### Sequential cells coloured by netlist name, run 1

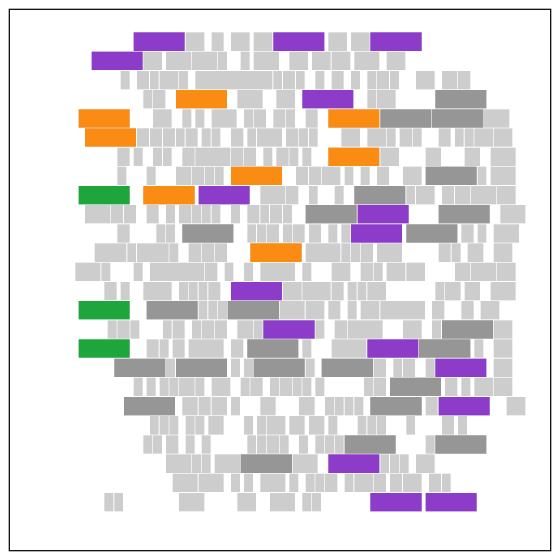
### Cell outlines without signal wires, run 1

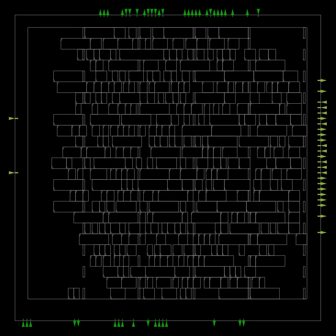
### Nets reached from selected ports, run 1

Bar = 20 um.
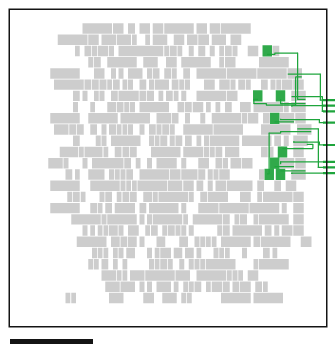
**src/rtl/alu_mul_pkg.sv**
```systemverilog
// alu_mul_pkg: ALU function codes, flag bit indices and sequencer state encoding
package alu_mul_pkg;
  localparam logic [3:0] FS_ADD = 4'h4;
  localparam logic [3:0] FS_IDLE = 4'h0;
  localparam int Z = 3;
  localparam int C = 2;
  localparam int N = 1;
  localparam int O = 0;
  typedef enum logic [2:0] {IDLE, LOAD, TEST, ADD, ADDW, SHIFT, DONE} state_t;
endpackage

```
**src/rtl/alu_mul_sequencer.sv**
```systemverilog
// alu_mul_sequencer: shift-and-add multiplier using the external ALU for every add; start/mul_a/mul_b in, busy/done/product/prod_zero out, alu_a/alu_b/alu_fun_sel to ALU, alu_out/alu_zcno from ALU
module alu_mul_sequencer
  import alu_mul_pkg::*;
#(
  parameter int WIDTH = 8
) (
  input  logic               clk,
  input  logic               reset,
  input  logic               start,
  input  logic [WIDTH-1:0]   mul_a,
  input  logic [WIDTH-1:0]   mul_b,
  output logic               busy,
  output logic               done,
  output logic [2*WIDTH-1:0] product,
  output logic               prod_zero,
  output logic [WIDTH-1:0]   alu_a,
  output logic [WIDTH-1:0]   alu_b,
  output logic [3:0]         alu_fun_sel,
  input  logic [WIDTH-1:0]   alu_out,
  input  logic [3:0]         alu_zcno
);
  localparam int CW = $clog2(WIDTH);
  state_t state;
  logic [WIDTH-1:0] p_hi, p_lo, mcand;
  logic carry;
  logic [CW-1:0] cnt;
  logic [2*WIDTH-1:0] shifted;
  assign shifted = {carry, p_hi, p_lo[WIDTH-1:1]};
  assign alu_a = p_hi;
  assign alu_b = mcand;
  always_ff @(posedge clk) begin
    if (reset) begin
      state <= IDLE;
      busy <= 1'b0;
      done <= 1'b0;
      product <= '0;
      prod_zero <= 1'b1;
      alu_fun_sel <= FS_IDLE;
      p_hi <= '0;
      p_lo <= '0;
      mcand <= '0;
      carry <= 1'b0;
      cnt <= '0;
    end else begin
      case (state)
        IDLE: if (start) begin
          state <= LOAD;
          busy <= 1'b1;
          p_lo <= mul_b;
          mcand <= mul_a;
        end
        LOAD: begin
          p_hi <= '0;
          cnt <= '0;
          carry <= 1'b0;
          state <= TEST;
        end
        TEST: if (p_lo[0]) begin
          alu_fun_sel <= FS_ADD;
          state <= ADD;
        end else begin
          carry <= 1'b0;
          state <= SHIFT;
        end
        ADD: state <= ADDW;
        ADDW: begin
          p_hi <= alu_out;
          carry <= alu_zcno[C];
          alu_fun_sel <= FS_IDLE;
          state <= SHIFT;
        end
        SHIFT: begin
          {p_hi, p_lo} <= shifted;
          carry <= 1'b0;
          cnt <= cnt + 1'b1;
          if (cnt == CW'(WIDTH - 1)) begin
            state <= DONE;
            done <= 1'b1;
            product <= shifted;
            prod_zero <= shifted == '0;
          end else state <= TEST;
        end
        DONE: begin
          done <= 1'b0;
          busy <= 1'b0;
          state <= IDLE;
        end
        default: state <= IDLE;
      endcase
    end
  end
endmodule

```
**config.mk**
```make
export PLATFORM = sky130hd
export DESIGN_NAME = alu_mul_sequencer
export DESIGN_NICKNAME = d
export VERILOG_FILES = /design/src/rtl/alu_mul_pkg.sv /design/src/rtl/alu_mul_sequencer.sv
export SDC_FILE = /design/constraint.sdc
export NUM_CORES = 1
export LEC_CHECK = 0
export ABC_AREA = 1
export CORE_MARGIN = 3
export CORE_UTILIZATION = 46
export CTS_CLUSTER_SIZE = 25
export DETAILED_ROUTE_END_ITERATION = 7
export PLACE_DENSITY = 0.84
export SYNTH_ARGS = -nofsm -noshare
export SYNTH_HDL_FRONTEND = slang
export SYNTH_SLANG_ARGS = --single-unit
export TNS_END_PERCENT = 100
```
**constraint.sdc**
```tcl
create_clock -name clk -period 1.69 [get_ports clk]
set_input_delay 0.338 -clock clk [delete_from_list [all_inputs] [get_ports clk]]
set_output_delay 0.338 -clock clk [all_outputs]
set_load 0.05 [all_outputs]
```
==> summary.txt, run 1 <==
Entry: Yosys synthesis followed by OpenROAD place and route.

Logic synthesis:
- The run gives the count of unique library cells instantiated by Yosys as 22.
- Per the Yosys statistics, synthesis produced 325 cells.
- The run gives the mean area per synthesized cell as 7.05 um^2.

Floorplanning:
- The run gives the row count as 25.
- The run gives the inserted tap cell count as 67.

Critical path:
- The critical path is of the reg -> reg type.
- The run gives the highest cell delay on the worst timing path as 440 ps.
- Looking at the reg2reg group, the worst path starts from state[1].
- Per STA, the startpoint of the critical path is state[1].
- The run gives the worst flop-to-flop path endpoint as product[6].
- STA classifies the critical path startpoint as a flip-flop.
- The run gives the highest net fanout along the worst path as 18.

Pwr:
- In this run the power density over the cells is 984 nW/um^2.
- The run puts the switching component of the power at 0.000943 W.
- The run gives the switching share of total power as 31.9%.
- The power report attributes to the combinational group a share of 24.6%.
- The run puts the leakage power summed over all cells at 1.30 nW.
- The run gives the power of the sequential group as 0.00137 W.
- The run gives the heaviest power group as registers.
- The run gives the internal power as 0.00202 W.

Worst hold path:
- Checking hold timing, the worst path is listed with class reg -> reg.
- In the hold report, the worst path ends at alu_b[2].
- The startpoint identified for the worst hold timing path is alu_b[2].

Routing:
- The run gives the wire length on met1 as 2520 um.
- The run gives the total wirelength of the detailed-routed design as 6010 um.
- The first detailed-routing pass ran for 4 iterations.

Layout:
- The run gives the final instance area as 3010 um^2.
- The run puts the count of flip-flops and latches at 51.
- After layout the signal buffers, clock cells excluded, come to 20.7% of cell area.
- The run gives the register name with the most flops as product.
- The top cell type in the final layout, fill and taps aside, is sky130_fd_sc_hd__nand2_1.
- The run puts the number of ordinary and repair buffers in the finished layout at 74.
- The run gives the clock network contribution to total cell area as 3.91%.
- The final layout contains 419 nets.
- The run puts the number of logic gates at 231.
- The run gives the synthesis-to-finish area growth as 31.3%.
- The run gives the flip-flop count of the largest register after layout as 16.

Global routing:
- The initial antenna violation count came to 0.
- The run puts the met1 track demand over resource at 25.1%.
- Summed over all layers, the global routing overflow is 0.
- The run gives the fraction of met3 tracks used by global routing as 4.37%.
- The run gives the overall global routing resource usage as 20.3%.

Clock network:
- After clock tree synthesis, the setup repair step added 0 buffers.
- The run puts the post-CTS clock slew at the launch and capture registers of the worst setup and hold paths at 90 ps.
- Per the skew report, the later register of the worst-skew pair sees a clock latency of 300 ps.
- The run gives the level count of the clock H-tree as 2.
- In this run the clock root is driven by a sky130_fd_sc_hd__clkbuf_8.
- TritonCTS built the clock tree.

Timing:
- The final timing report gives a worst setup slack of 115 ps.
- The run puts the final-layout worst hold slack at 464 ps.
- Setup repair after global routing left no endpoint under its margin.

Run status:
- The flow ran to the end, and the final reports show no timing, DRC or antenna violations.

Job:
- The run puts the number of max-cap violations at 0.
About 'Sequential cells coloured by netlist name':
Purple shows product, sequential cells 16. Orange shows alu_a, sequential cells 8. Green shows cnt, sequential cells 3.

About 'Cell outlines without signal wires':
post-route core utilization: 63.3%
Placeable Area: 4750 um^2
fin cells: 454
register share of the cell area: 33.9%

About 'Nets reached from selected ports':
Green shows mul_a, direction input, edge right, end cells 8, buffers 8, wire 181 um.
I/O pins: 70
number of buffer cells added on primary ports: 63

run 1: logic make-up after synthesis:
kind of cell    Yosys count  share of synthesized area, %
simple gates            171                          33.4
fa+ha+maj                 2                          1.09
flops                    51                          44.6
other cells               1                         0.164
compound gates           55                          12.0
buf+inv                  45                          8.79
run 1: cell usage after synthesis, drive strengths merged:
master | n | area, um^2
ha | 2 | 25.0
dfxtp | 51 | 1020
clkbuf | 7 | 26.3
o21ai | 13 | 65.1
nand2 | 97 | 369
conb | 1 | 3.75
inv | 23 | 86.3
buf | 15 | 88.8
nand3 | 21 | 123
nand4 | 17 | 121
nor2 | 35 | 146
a21oi | 42 | 210
nor3 | 1 | 5.00
### Metal 2, run 1

Bar = 20 um.
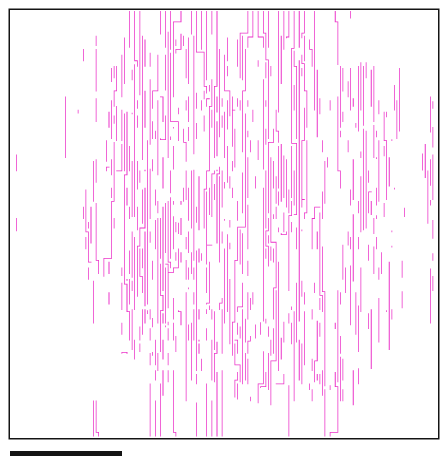

==> run 1 -> run 2 <==
--- a/config.mk
+++ b/config.mk
@@ -10,6 +10,7 @@
 export CORE_UTILIZATION = 46
 export CTS_CLUSTER_SIZE = 25
 export DETAILED_ROUTE_END_ITERATION = 7
+export MAX_ROUTING_LAYER = met4
 export PLACE_DENSITY = 0.84
 export SYNTH_ARGS = -nofsm -noshare
 export SYNTH_HDL_FRONTEND = slang
==> constraint.sdc (replaced) <==
create_clock -name clk -period 1.6 [get_ports clk]
set_input_delay 0.32 -clock clk [delete_from_list [all_inputs] [get_ports clk]]
set_output_delay 0.32 -clock clk [all_outputs]
set_load 0.05 [all_outputs]
### Metal 2, run 2

Bar = 20 um.
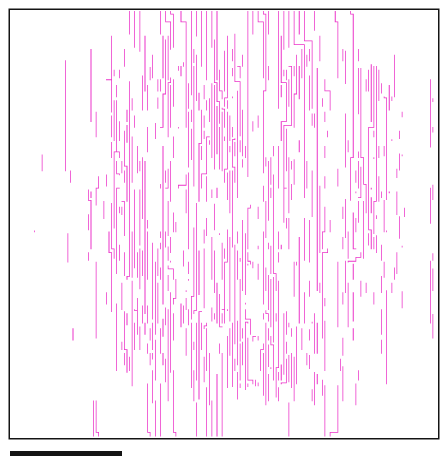
The longest straight run is 39.8 um. The layer carries 2980 um of wire. 325 nets have wire on it.
met2 track demand over resource in global routing: 35.0%
count of vias placed by the detailed router: 2305

### Routed metal, one colour a layer, run 2

Two of the layers only.
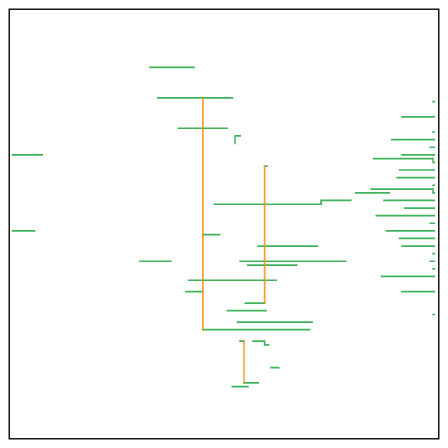
Orange shows met4, wire length 73.4 um. Green shows met3, wire length 311 um.

==> run 2 against run 1 <==
Net effect: first-iteration DRC count increased by 12%; die area unchanged; sequential share of layout area decreased by 1.2 points; sequential cell count unchanged; synthesized cell count unchanged; via count increased by 0.13%; clock skew increased by 4.8 ps; maximum frequency increased by 11%; area after synthesis unchanged; largest cell class unchanged.
==> summary.txt, run 2 <==
Entry: Yosys synthesis followed by OpenROAD place and route.

Clock network:
- The clock latency reported for the late side of the worst-skew pair is 310 ps (was 300 ps).
- The run gives the post-CTS clock slew at the launch and capture registers of the worst setup and hold paths as 100 ps (was 90 ps).
- The run gives the CTS tree as yes (unchanged).

Pwr:
- The run gives the internal power as 0.00205 W (was 0.00202 W).
- The run gives the switching component of the power as 0.00104 W (was 0.000943 W).
- The power of the sequential group was 0.00147 W (was 0.00137 W).
- The run gives the leakage power summed over all cells as 1.33 nW (was 1.30 nW).
- The run puts the power density over cell area at 992 nW/um^2 (was 984 nW/um^2).
- The run puts the combinational group share of total power at 27.0% (was 24.6%).

Logic synthesis:
- The flip-flop cell with the highest count after synthesis is sky130_fd_sc_hd__dfxtp_1 (unchanged).
- Top cell types by occurrence after synthesis: 95 x sky130_fd_sc_hd__nand2_1, 51 x sky130_fd_sc_hd__dfxtp_1, 42 x sky130_fd_sc_hd__a21oi_1 (unchanged).
- The run gives the number of enable-type register cells in the synthesized netlist as 0 (unchanged).
- The run gives the mean area per synthesized cell as 7.05 um^2 (unchanged).
- The cell taking the most area after synthesis is sky130_fd_sc_hd__dfxtp_1 (unchanged).
- The run puts the fraction of registers with async set/reset at 0% (unchanged).
- The run puts the count of unique library cells instantiated by Yosys at 22 (unchanged).
- The total cells reported by yosys after synthesis is 325 (unchanged).
- The top cell type's share of synthesized area came to 44.6% (unchanged).
- The run gives the most frequently used cell type in the post-synthesis netlist as sky130_fd_sc_hd__nand2_1 (unchanged).

Worst hold path:
- The run gives the hold path startpoint as alu_b[3] (was alu_b[2]).
- The worst hold-check path type is reg -> reg (unchanged).

Job:
- The run gives the number of max-cap violations as 0 (unchanged).

Critical path:
- The critical register-to-register path startpoint was cnt[0] (was state[1]).
- The run gives the worst flop-to-flop path endpoint as prod_zero (was product[6]).
- The startpoint of the most critical setup path is cnt[0] (was state[1]).
- The run gives the highest cell delay on the worst timing path as 370 ps (was 440 ps).
- The type of the setup path with the least slack is reg -> reg (unchanged).
- The run puts the highest net fanout along the worst path at 18 (unchanged).

Timing:
- Setup repair after global routing missed its margin: no (unchanged).
- The run puts the minimum setup slack in the final design at 180 ps (was 115 ps).

Floorplanning:
- The run gives the row count as 25 (unchanged).
- The run puts the core footprint at 4750 um^2 (unchanged).

Layout:
- The run puts the synthesis-to-finish area growth at 36.0% (was 31.3%).
- The run puts the clock network contribution to total cell area at 3.17% (was 3.91%).
- The run gives the number of ordinary and repair buffers in the finished layout as 76 (was 74).
- The run gives the final instance area as 3120 um^2 (was 3010 um^2).
- The count of flip-flops and latches came to 51 (unchanged).
- The number of logic gates is 231 (unchanged).
- The run gives the area share of buffers outside the clock network as 24.1% (was 20.7%).
- The run gives the flip-flop count of the largest register after layout as 16 (unchanged).
- The run puts the sequential cell area share at 32.8% (was 33.9%).

Global routing:
- The remaining global-route overflow is 0 (unchanged).
- The run puts the overall global routing resource usage at 21.1% (was 20.3%).
- The run gives the fraction of met3 tracks used by global routing as 3.90% (was 4.37%).

Routing:
- The run puts the first-pass iteration count of the detailed router at 4 (unchanged).
- The total wirelength of the detailed-routed design is 5910 um (was 6010 um).

Run status:
- Run status: finished clean (unchanged).

Placed design:
- The run gives the count of buffers from port buffering as 63 (unchanged).
-- run 2: cell counts after synthesis --
No cell type changed its count.
-- run 2: metrics by stage --
stage	instances	hold slack (ps)
finish	456	465
global route	456	487
CTS	455	468
detailed placement	447	454
global placement	447	447
floorplan	327	449
-- run 2: cells by family after synthesis --
family                     synth area share, %
AOI/OAI and AO/OA                         12.0
DFF                                       44.6
other                                    0.164
and+or+nand+nor                           33.4
adders and majority gates                 1.09
buffers and inverters                     8.79
-- run 2: timing repair --
action	CTS	global route
setup endpoints to repair	0	13
setup buffers	0	1
hold buffers	0	0
-- run 2: metal layers --
metal / vias up / wire (um)
met5: - / 0
met4: 0 / 73
met3: 8 / 310
met2: 66 / 2980
met1: 1053 / 2550
li1: 1178 / -
No activity file was given, so power comes from the tool's default toggle rates.
